===== src/rtl/relu_mask_buffer_if.sv =====
// relu_mask_buffer_if: forward-mask, backward-gradient and gated-output
// streams of the ReLU mask buffer, plus the stored-mask count.
// The slave modport is the buffer; the master modport drives it.
interface relu_mask_buffer_if #(
  parameter int DEPTH = 256,
  localparam int AW   = $clog2(DEPTH)
);
  logic          fwd_valid;
  logic [31:0]   fwd_data;
  logic          fwd_ready;
  logic          bwd_valid;
  logic [31:0]   bwd_grad;
  logic          bwd_ready;
  logic          out_valid;
  logic [31:0]   out_grad;
  logic          out_ready;
  logic [AW:0]   mask_count;

  modport slave (
    input  fwd_valid, fwd_data, bwd_valid, bwd_grad, out_ready,
    output fwd_ready, bwd_ready, out_valid, out_grad, mask_count
  );

  modport master (
    output fwd_valid, fwd_data, bwd_valid, bwd_grad, out_ready,
    input  fwd_ready, bwd_ready, out_valid, out_grad, mask_count
  );
endinterface


===== src/rtl/relu_mask_buffer.sv =====
// relu_mask_buffer: records one "pre-activation > 0" bit per forward
// activation and replays the bits to gate the backward gradient stream.
// Only DEPTH mask bits are held; full activation words are never stored.
// Optional feature: define RELU_MASK_LIFO_EN for last-in-first-out replay
// (single stack pointer, pop has priority over push). Default is FIFO.
module relu_mask_buffer #(
  parameter int DEPTH = 256,
  localparam int AW   = $clog2(DEPTH)
) (
  input  logic                 clk,
  input  logic                 reset,
  input  logic                 clear,
  relu_mask_buffer_if.slave    bus
);

  localparam logic [AW:0] FULL_CNT = (AW+1)'(DEPTH);

  logic [DEPTH-1:0] mask_q;
  logic [AW-1:0]    wr_ptr_q, wr_ptr_d;
`ifndef RELU_MASK_LIFO_EN
  logic [AW-1:0]    rd_ptr_q, rd_ptr_d;
`endif
  logic [AW:0]      count_q, count_d;
  logic             out_valid_q, out_valid_d;
  logic [31:0]      out_grad_q, out_grad_d;

  logic fwd_mask, rd_mask, fwd_ready_c, bwd_ready_c, fwd_fire, bwd_fire;

  // Positive, non-zero magnitude; -0.0 and all negatives give 0, +NaN/+Inf give 1.
  assign fwd_mask = ~bus.fwd_data[31] & (|bus.fwd_data[30:0]);

  // The output register frees up when empty or being drained this cycle.
  assign bwd_ready_c = (count_q != '0) & (~out_valid_q | bus.out_ready);

`ifdef RELU_MASK_LIFO_EN
  // Pop wins: a push is refused whenever a pop is taking place.
  assign fwd_ready_c = (count_q != FULL_CNT) & ~(bus.bwd_valid & bwd_ready_c);
  assign rd_mask     = mask_q[wr_ptr_q - AW'(1)];
`else
  assign fwd_ready_c = (count_q != FULL_CNT);
  assign rd_mask     = mask_q[rd_ptr_q];
`endif

  // clear suppresses both handshakes so nothing is written or read.
  assign fwd_fire = bus.fwd_valid & fwd_ready_c & ~clear;
  assign bwd_fire = bus.bwd_valid & bwd_ready_c & ~clear;

  assign bus.fwd_ready  = fwd_ready_c;
  assign bus.bwd_ready  = bwd_ready_c;
  assign bus.out_valid  = out_valid_q;
  assign bus.out_grad   = out_grad_q;
  assign bus.mask_count = count_q;

  // Next-state for pointers, occupancy and the registered output.
  always_comb begin
    wr_ptr_d    = wr_ptr_q;
`ifndef RELU_MASK_LIFO_EN
    rd_ptr_d    = rd_ptr_q;
`endif
    count_d     = count_q;
    out_valid_d = out_valid_q;
    out_grad_d  = out_grad_q;
    if (clear) begin
      wr_ptr_d    = '0;
`ifndef RELU_MASK_LIFO_EN
      rd_ptr_d    = '0;
`endif
      count_d     = '0;
      out_valid_d = 1'b0;
      out_grad_d  = '0;
    end else begin
      if (fwd_fire) wr_ptr_d = wr_ptr_q + AW'(1);
`ifdef RELU_MASK_LIFO_EN
      if (bwd_fire) wr_ptr_d = wr_ptr_q - AW'(1);
`else
      if (bwd_fire) rd_ptr_d = rd_ptr_q + AW'(1);
`endif
      case ({fwd_fire, bwd_fire})
        2'b10:   count_d = count_q + (AW+1)'(1);
        2'b01:   count_d = count_q - (AW+1)'(1);
        default: count_d = count_q;
      endcase
      if (bwd_fire) begin
        out_valid_d = 1'b1;
        out_grad_d  = rd_mask ? bus.bwd_grad : 32'h0000_0000;
      end else if (bus.out_ready) begin
        out_valid_d = 1'b0;
      end
    end
  end

  // Control and output state; reset drops stored masks and in-flight output.
  always_ff @(posedge clk or negedge reset) begin
    if (!reset) begin
      wr_ptr_q    <= '0;
`ifndef RELU_MASK_LIFO_EN
      rd_ptr_q    <= '0;
`endif
      count_q     <= '0;
      out_valid_q <= 1'b0;
      out_grad_q  <= '0;
    end else begin
      wr_ptr_q    <= wr_ptr_d;
`ifndef RELU_MASK_LIFO_EN
      rd_ptr_q    <= rd_ptr_d;
`endif
      count_q     <= count_d;
      out_valid_q <= out_valid_d;
      out_grad_q  <= out_grad_d;
    end
  end

  // Mask bit storage; contents are meaningless once count is zeroed.
  always_ff @(posedge clk) begin
    if (fwd_fire) mask_q[wr_ptr_q] <= fwd_mask;
  end

endmodule


===== src/flat_wrapper.sv =====
// flat-port wrapper written by rule: the top's interface ports become plain ports
module relu_mask_buffer_flat 
#(
  parameter int DEPTH = 256,
  localparam int AW   = $clog2(DEPTH)
)
  (clk, reset, clear, bus_fwd_valid, bus_fwd_data, bus_bwd_valid, bus_bwd_grad, bus_out_ready, bus_fwd_ready, bus_bwd_ready, bus_out_valid, bus_out_grad, bus_mask_count);
  relu_mask_buffer_if #(.DEPTH(DEPTH)) bus_i ();
  input  logic clk;
  input  logic reset;
  input  logic clear;
  input wire logic [$bits(bus_i.fwd_valid)-1:0] bus_fwd_valid;
  input wire logic [$bits(bus_i.fwd_data)-1:0] bus_fwd_data;
  input wire logic [$bits(bus_i.bwd_valid)-1:0] bus_bwd_valid;
  input wire logic [$bits(bus_i.bwd_grad)-1:0] bus_bwd_grad;
  input wire logic [$bits(bus_i.out_ready)-1:0] bus_out_ready;
  output wire logic [$bits(bus_i.fwd_ready)-1:0] bus_fwd_ready;
  output wire logic [$bits(bus_i.bwd_ready)-1:0] bus_bwd_ready;
  output wire logic [$bits(bus_i.out_valid)-1:0] bus_out_valid;
  output wire logic [$bits(bus_i.out_grad)-1:0] bus_out_grad;
  output wire logic [$bits(bus_i.mask_count)-1:0] bus_mask_count;
  assign bus_i.fwd_valid = bus_fwd_valid;
  assign bus_i.fwd_data = bus_fwd_data;
  assign bus_i.bwd_valid = bus_bwd_valid;
  assign bus_i.bwd_grad = bus_bwd_grad;
  assign bus_i.out_ready = bus_out_ready;
  assign bus_fwd_ready = bus_i.fwd_ready;
  assign bus_bwd_ready = bus_i.bwd_ready;
  assign bus_out_valid = bus_i.out_valid;
  assign bus_out_grad = bus_i.out_grad;
  assign bus_mask_count = bus_i.mask_count;
  relu_mask_buffer #(.DEPTH(DEPTH)) u_core (.clk(clk), .reset(reset), .clear(clear), .bus(bus_i));
endmodule

===== config.mk =====
export PLATFORM = sky130hd
export DESIGN_NAME = relu_mask_buffer_flat
export DESIGN_NICKNAME = d
export VERILOG_FILES = /design/src/rtl/relu_mask_buffer_if.sv /design/src/rtl/relu_mask_buffer.sv /design/src/flat_wrapper.sv
export SDC_FILE = /design/constraint.sdc
export NUM_CORES = 1
export LEC_CHECK = 0
export CORE_MARGIN = 2
export CORE_UTILIZATION = 40
export CTS_BUF_LIST = sky130_fd_sc_hd__clkbuf_4 sky130_fd_sc_hd__clkbuf_8
export DETAILED_ROUTE_END_ITERATION = 8
export GPL_ROUTABILITY_DRIVEN = 0
export PLACE_DENSITY_LB_ADDON = 0.2
export RECOVER_POWER = 50
export SLEW_MARGIN = 25
export SYNTH_ARGS = -nofsm -noshare
export SYNTH_HDL_FRONTEND = slang
export SYNTH_SLANG_ARGS = --single-unit

===== constraint.sdc =====
create_clock -name clk -period 4 [get_ports clk]
set_clock_uncertainty 0.05 [all_clocks]
set_input_delay 0.6 -clock clk [delete_from_list [all_inputs] [get_ports clk]]
set_output_delay 0.6 -clock clk [all_outputs]
set_load 0.02 [all_outputs]

run_1/sizes.png
Scale: 1.5 px per µm.
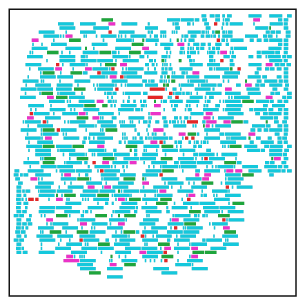
Magenta is _6 and larger, cells 63. Red is _3 and _4 cells, cells 35. Cyan is _0 and _1 cells, cells 999. Green is _2 cells, cells 83.
Area growth syn-to-layout: 18.8%
worst setup margin: 0.358 ns

run_1/placement_by_type.png
Scale: 2 px per µm.
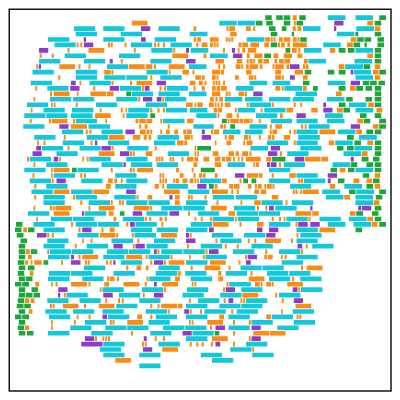
Green is remaining buffers and delay cells, cells 133, share of their area 8.2%. Purple is clock drivers and dummy loads, cells 102, share of their area 6.7%. Orange is combinational and other logic, cells 631, share of their area 28%. Cyan is sequential cells, cells 314, share of their area 58%.
Placeable Area: 34,400 µm²
flop share of the area: 55.5%

run_1/layer_met3.png
Scale: 2 px per µm.
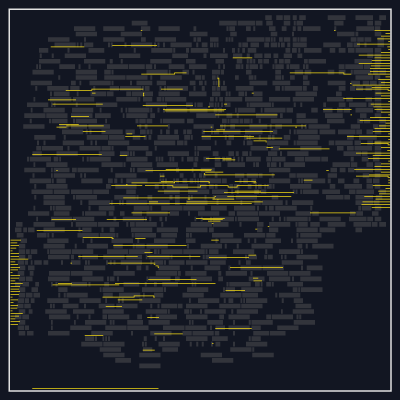
The layer holds 6.9% of the routed length. The layer carries 2,400 µm of wire.

==> impl_metrics.ini, run 1 <==
; yosys + openroad results
[run_status]
outcome = finished with violations
violations = capacitance limit, slew limit

[sta]
fin_crit_sh_pct = 91.0
fin_crit_ns = 3.64
slew_headroom_pct = -60.0
setup_violations = 0
fin_setup_tns_ns = 0
rsz0062_at_grt = no
slew_viol_final = 287
whs_ns = 0.439
tightest_slew_ns = 2.40
fmax_mhz = 275

[drt]
first_pass_iters = 5
postRouteAntennaNets = 0
routed-via-count = 8764
drt-met1-wl_um = 14700
dr_wl_met2_um = 16600
wl_met3_um = 2400
top_layer = met4
routed_via_density = 5.36

[clock_tree]
cts_tree = done
clock-root-buffer = clkbuf_8
post_cts_buffers = 0
insertion_delay_ns = 0.60
clk_pin_slew_ns = 0.06
cts_resized = 0
cts_buffer_depth = 3
cts_sinks = 314

[place]
place_ws_ns = 0.314
dpl.hpwl_um = 19800
dp_cells = 1532

[min_path]
holdPathStages = 1
worstHoldEndpoint = u_core.bus.out_grad[25]$_DFFE_PN0P_

[final_layout]
largest_reg_flops = 256
nNetsFinal = 1217
sh_comb_area_pct = 26.4
nonClockBufferCount = 133
layout.area.seq_um2 = 9150
clkCellAreaFrac_pct = 6.51
top_register = u_core.mask_q
comb_cells = 624
logic_area_um2 = 4350

[critical_path]
critPathCaptureType = register
crit_fanout = 7
regToRegSetupSlack_ns = 0.36
reg2reg_depth = 13
worstSetupStartpointType = register
cp_cell_sequence = or4_1 > or3_1 > and2_1 > nor3_2 > buf_4 > ha_1 > a21o_1 > a21oi_1 > o21bai_1 > a21oi_1 > o21ai_0 > xnor2_1 > o31ai_1
cp_top_family = simple AND/OR/NAND/NOR gates
critPathBufInv = 1
critPathLaunch = u_core.bus.mask_count[5]$_DFFE_PN0P_

[global_route]
met2_usage_pct = 31.8
grtUsageMet1_pct = 25.8
grt_util_met3_pct = 3.91
grt_pass1_wl_um = 52600
grt_max_degree = 257

[synth]
synthCells = 1017
synth-edff-count = 256
yosysSeqAreaShare_pct = 65.9
syn_area_um2 = 13900
synth_flops = 314
ys_cells = 1017
synth.avg_cell_area_um2 = 13.6
synth_warnings = 0
synthTopCellsByCount = nor2_1, edfxtp_1, dfrtp_1, mux4_2, nand2_1
top_area_cell = edfxtp_1
async_flop_share_pct = 18.5
netlist.area_leader.share_pct = 55.5
synth_top_flop_cell = edfxtp_1
synth_nets = 1100

[power_and_ir_drop]
pg_comb_uw = 2210
sequentialPowerShare_pct = 43.7
clkPwrFrac_pct = 31.7
ir_worst_vdd_mv = 0.250

[floorplan]
initCoreUtil_pct = 40.3
placementRows = 68
taps = 455

[run]
max_cap_viol_count = 2
log.warning_count = 31
run_1/metal_density.png
Scale: 2 px per µm. The die is cut into 38 by 38 equal tiles; dark purple is low, yellow is high, scaled to the fullest tile. Values are wire area over tile area, all layers added.
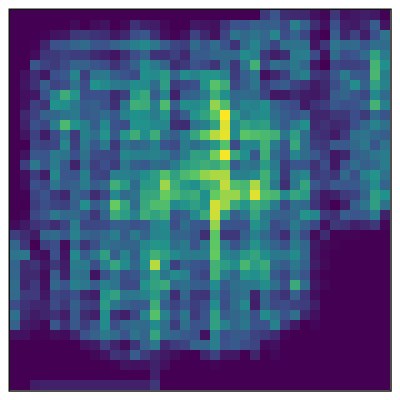

==> run 2, diff against run 1 <==
==> constraint.sdc (replaced) <==
create_clock -name clk -period 3.8 [get_ports clk]
set_clock_uncertainty 0.05 [all_clocks]
set_input_delay 0.57 -clock clk [delete_from_list [all_inputs] [get_ports clk]]
set_output_delay 0.57 -clock clk [all_outputs]
set_load 0.02 [all_outputs]
run_2/metal_density.png
Scale: 2 px per µm. The die is cut into 38 by 38 equal tiles; dark purple is low, yellow is high, scaled to the fullest tile. Values are wire area over tile area, all layers added.
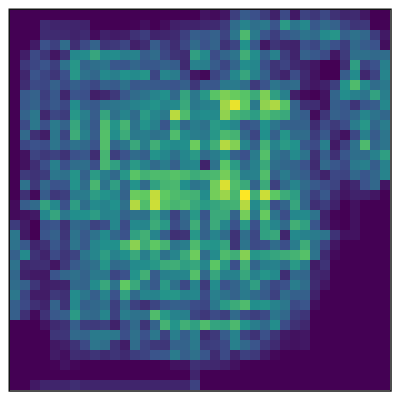
The emptiest ninth of the die: bottom right. The fullest tile reaches 0.55. 16% of the tiles are over half the peak.
GRT Total Usage: 19.3%
final wirelength: 34,800 µm
via count: 8,944

run_2/layer_met3.png
Scale: 2 px per µm.
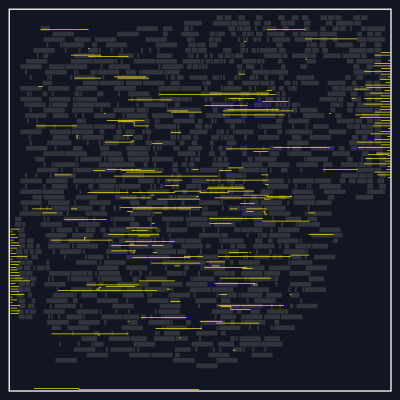
The layer holds 6.9% of the routed length. The layer carries 2,380 µm of wire. The wires run mostly horizontal.

==> run 2 against run 1 <==
Net effect:
- maximum frequency grew 2.0%
- sequential power grew 5%
- highest routed layer unchanged
- utilization grew 0.055 points
- sequential share of layout area shrank 0.063 points
- wire length grew 0.45%
- largest power group unchanged
- first-iteration DRC count grew 17%
- area after synthesis is the same
- clock-buffer cell count is the same
- final cell count grew 0.49%
- design area grew 0.11%
- critical path depth grew 1
- flip-flop count is the same
- the run still ends with capacitance limit, slew limit left
- largest cell class unchanged
- critical endpoint is now u_core.bus.mask_count[8]$_DFFE_PN0P_
==> impl_metrics.ini, run 2 <==
; yosys + openroad results
[clock_tree]
cts_buffer_depth = 3
clock-root-buffer = clkbuf_8
cts_sinks = 314
cts_tree = done
cts_resized = 0
insertion_delay_ns = 0.60
clk_pin_slew_ns = 0.06
post_cts_buffers = 0

[power_and_ir_drop]
ir_worst_vdd_mv = 0.304
pg_comb_uw = 2330
sequentialPowerShare_pct = 44.1
clkPwrFrac_pct = 30.9

[global_route]
met2_usage_pct = 30.6
overflow = 0
grt_pass1_wl_um = 52400
grt_max_degree = 169
antenna_found_initial = 0
grt_util_met3_pct = 3.32
grtUsageMet1_pct = 27.6

[sta]
fin_crit_sh_pct = 93.9
whs_ns = 0.428
setup_violations = 0
layout_setup_ws_ns = 0.230
slew_viol_final = 202
fin_setup_tns_ns = 0
slew_headroom_pct = -23.3
fmax_mhz = 280
tightest_slew_ns = 1.85

[drt]
drt-met1-wl_um = 15600
postRouteAntennaNets = 0
first_pass_iters = 5
top_layer = met4
dr_wl_met2_um = 16200
routed_via_density = 5.44
wl_met3_um = 2380

[critical_path]
critPathLaunch = u_core.bus.mask_count[5]$_DFFE_PN0P_
crit_fanout = 7
critPathBufInv = 1
reg2reg_depth = 14
critPathCaptureType = register
regToRegSetupSlack_ns = 0.23
cp_top_family = simple AND/OR/NAND/NOR gates

[floorplan]
initCoreUtil_pct = 40.3
taps = 455
placementRows = 68
ios = 114

[final_layout]
buffer_area_share_pct = 8.39
top_register = u_core.mask_q
fill_cells = 3130
largest_reg_flops = 256
seq_area_share_pct = 55.5
nonClockBufferCount = 146
drive_gt1_share_pct = 15.4
layout.area.seq_um2 = 9150
sh_comb_area_pct = 26.5
syn_to_final_growth_pct = 19.0
clkCellAreaFrac_pct = 6.08
layout.cells.non_filler = 1643
comb_cells = 624
nNetsFinal = 1229
logic_area_um2 = 4360

[run_status]
outcome = finished with violations
violations = capacitance limit, slew limit

[run]
max_cap_viol_count = 2
log.warning_count = 31

[synth]
syn_area_um2 = 13900
synthTopCellsByCount = nor2_1, edfxtp_1, dfrtp_1, mux4_2, nand2_1
synth_warnings = 0
async_flop_share_pct = 18.5
netlist.area_leader.share_pct = 55.5
synth-edff-count = 256
synthCells = 1017
ys_cells = 1017
yosysSeqAreaShare_pct = 65.9
synth.avg_cell_area_um2 = 13.6
top_area_cell = edfxtp_1
synth_flops = 314
synth_top_flop_cell = edfxtp_1
synth_nets = 1100

[place]
dp_cells = 1546
place_ws_ns = 0.275
dpl.hpwl_um = 20000
run_2/sizes.png
Scale: 1.5 px per µm.
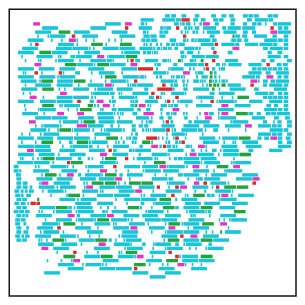

==> run 3, diff against run 2 <==
--- a/config.mk
+++ b/config.mk
@@ -5,6 +5,7 @@
 export SDC_FILE = /design/constraint.sdc
 export NUM_CORES = 1
 export LEC_CHECK = 0
+export CAP_MARGIN = 20
 export CORE_MARGIN = 2
 export CORE_UTILIZATION = 40
 export CTS_BUF_LIST = sky130_fd_sc_hd__clkbuf_4 sky130_fd_sc_hd__clkbuf_8
@@ -16,3 +17,4 @@
 export SYNTH_ARGS = -nofsm -noshare
 export SYNTH_HDL_FRONTEND = slang
 export SYNTH_SLANG_ARGS = --single-unit
+export TNS_END_PERCENT = 20
==> constraint.sdc (replaced) <==
create_clock -name clk -period 3.61 [get_ports clk]
set_clock_uncertainty 0.05 [all_clocks]
set_input_delay 0.5415 -clock clk [delete_from_list [all_inputs] [get_ports clk]]
set_output_delay 0.5415 -clock clk [all_outputs]
set_load 0.02 [all_outputs]
run_3/sizes.png
Scale: 1.5 px per µm.
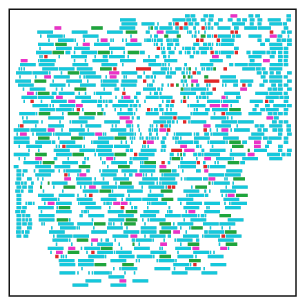
Area growth syn-to-layout: 19.6%
worst setup margin: 0.200 ns
nonclk buf count: 153
Design Area, Final: 16,600 µm²

run_3/placement_by_type.png
Scale: 2 px per µm.
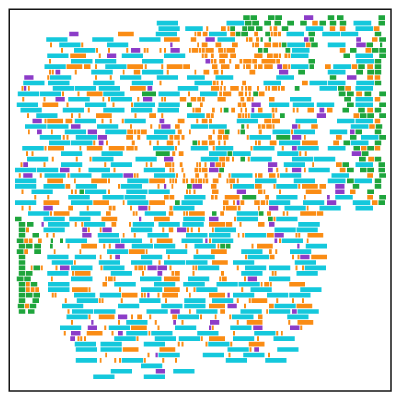
flop share of the area: 55.2%
floorplan row count: 68

==> run 3 against run 2 <==
Net effect:
- via count decreased by 0.39%
- setup slack lost 0.030 ns
- critical path depth did not move
- critical path type unchanged
- global-route usage up 0.43 points
- the run still ends with capacitance limit, slew limit left
- non-clock buffer count up 7
- flip-flop count unchanged
- sequential power grew 4%
- synthesized cell count is the same
- critical endpoint unchanged
- largest cell class unchanged
- hold slack better by 0.015 ns
- register-to-register slack worse by 0.03 ns
- combinational power grew 12%
==> impl_metrics.ini, run 3 <==
; yosys + openroad results
[clock_tree]
insertion_delay_ns = 0.61
clock-root-buffer = clkbuf_8
cts_tree = done
cts_buffer_depth = 3
cts_resized = 0

[final_layout]
clkCellAreaFrac_pct = 6.17
largest_reg_flops = 256
fill_cells = 3100
logic_area_um2 = 4350
layout.area.seq_um2 = 9150
drive_gt1_share_pct = 16.2
layout.cells.non_filler = 1650
sh_comb_area_pct = 26.3
buffer_area_share_pct = 8.80
comb_cells = 624
nNetsFinal = 1238
top_register = u_core.mask_q

[synth]
netlist.area_leader.share_pct = 55.5
synthCells = 1017
ys_cells = 1017
synth_warnings = 0
top_logic_kind = simple AND/OR/NAND/NOR gates
async_flop_share_pct = 18.5
synth_top_flop_cell = edfxtp_1
synth-edff-count = 256
top_area_cell = edfxtp_1
synth_nets = 1100
synth_flops = 314
yosysSeqAreaShare_pct = 65.9
syn_area_um2 = 13900
synth.avg_cell_area_um2 = 13.6

[run_status]
violations = capacitance limit, slew limit
outcome = finished with violations

[floorplan]
initCoreUtil_pct = 40.3
taps = 455
ios = 114
fp.dieH_um = 190

[critical_path]
cp_cell_sequence = or4_1 > or3_1 > and2_0 > nor3_2 > buf_4 > fa_1 > a21o_1 > a21oi_1 > o21bai_1 > a21oi_2 > o21ai_1 > mux2i_1 > xnor2_1 > nor2_1
crit_type = register to register
critPathBufInv = 1
cp_slowest_stage_delay_ns = 0.53
reg2reg_depth = 14
crit_fanout = 7
critPathCaptureType = register
regToRegSetupSlack_ns = 0.20
critPathLaunch = u_core.bus.mask_count[4]$_DFFE_PN0P_
cp_top_family = simple AND/OR/NAND/NOR gates

[power_and_ir_drop]
clkPwrFrac_pct = 30.9
sequentialPowerShare_pct = 43.0
ir_worst_vdd_mv = 0.346
pg_comb_uw = 2600
leakage_uw = 0.00550

[drt]
top_layer = met4
drt_wl_total_um = 35200
routed-via-count = 8909
first_pass_iters = 5
routed_via_density = 5.40
dr_wl_met2_um = 16100

[global_route]
grt_pass1_vias = 9013
overflow = 0
grt_max_degree = 139
grtUsageMet1_pct = 27.9
grt_use_total_pct = 19.8
grt_pass1_wl_um = 53300
grt_util_met3_pct = 4.02

[run]
max_cap_viol_count = 3
log.warning_count = 33

[place]
dpl.hpwl_um = 20700
place_ws_ns = 0.127
dp_cells = 1552

[sta]
setup_violations = 0
tightest_slew_ns = 2.36
slew_headroom_pct = -57.1
slew_viol_final = 222
fin_crit_sh_pct = 94.5
whs_ns = 0.443
fin_setup_tns_ns = 0
fmax_mhz = 293

[min_path]
holdCritStartpoint = u_core.bus.out_grad[21]$_DFFE_PN0P_
Power is estimated from default activity; no workload was simulated.
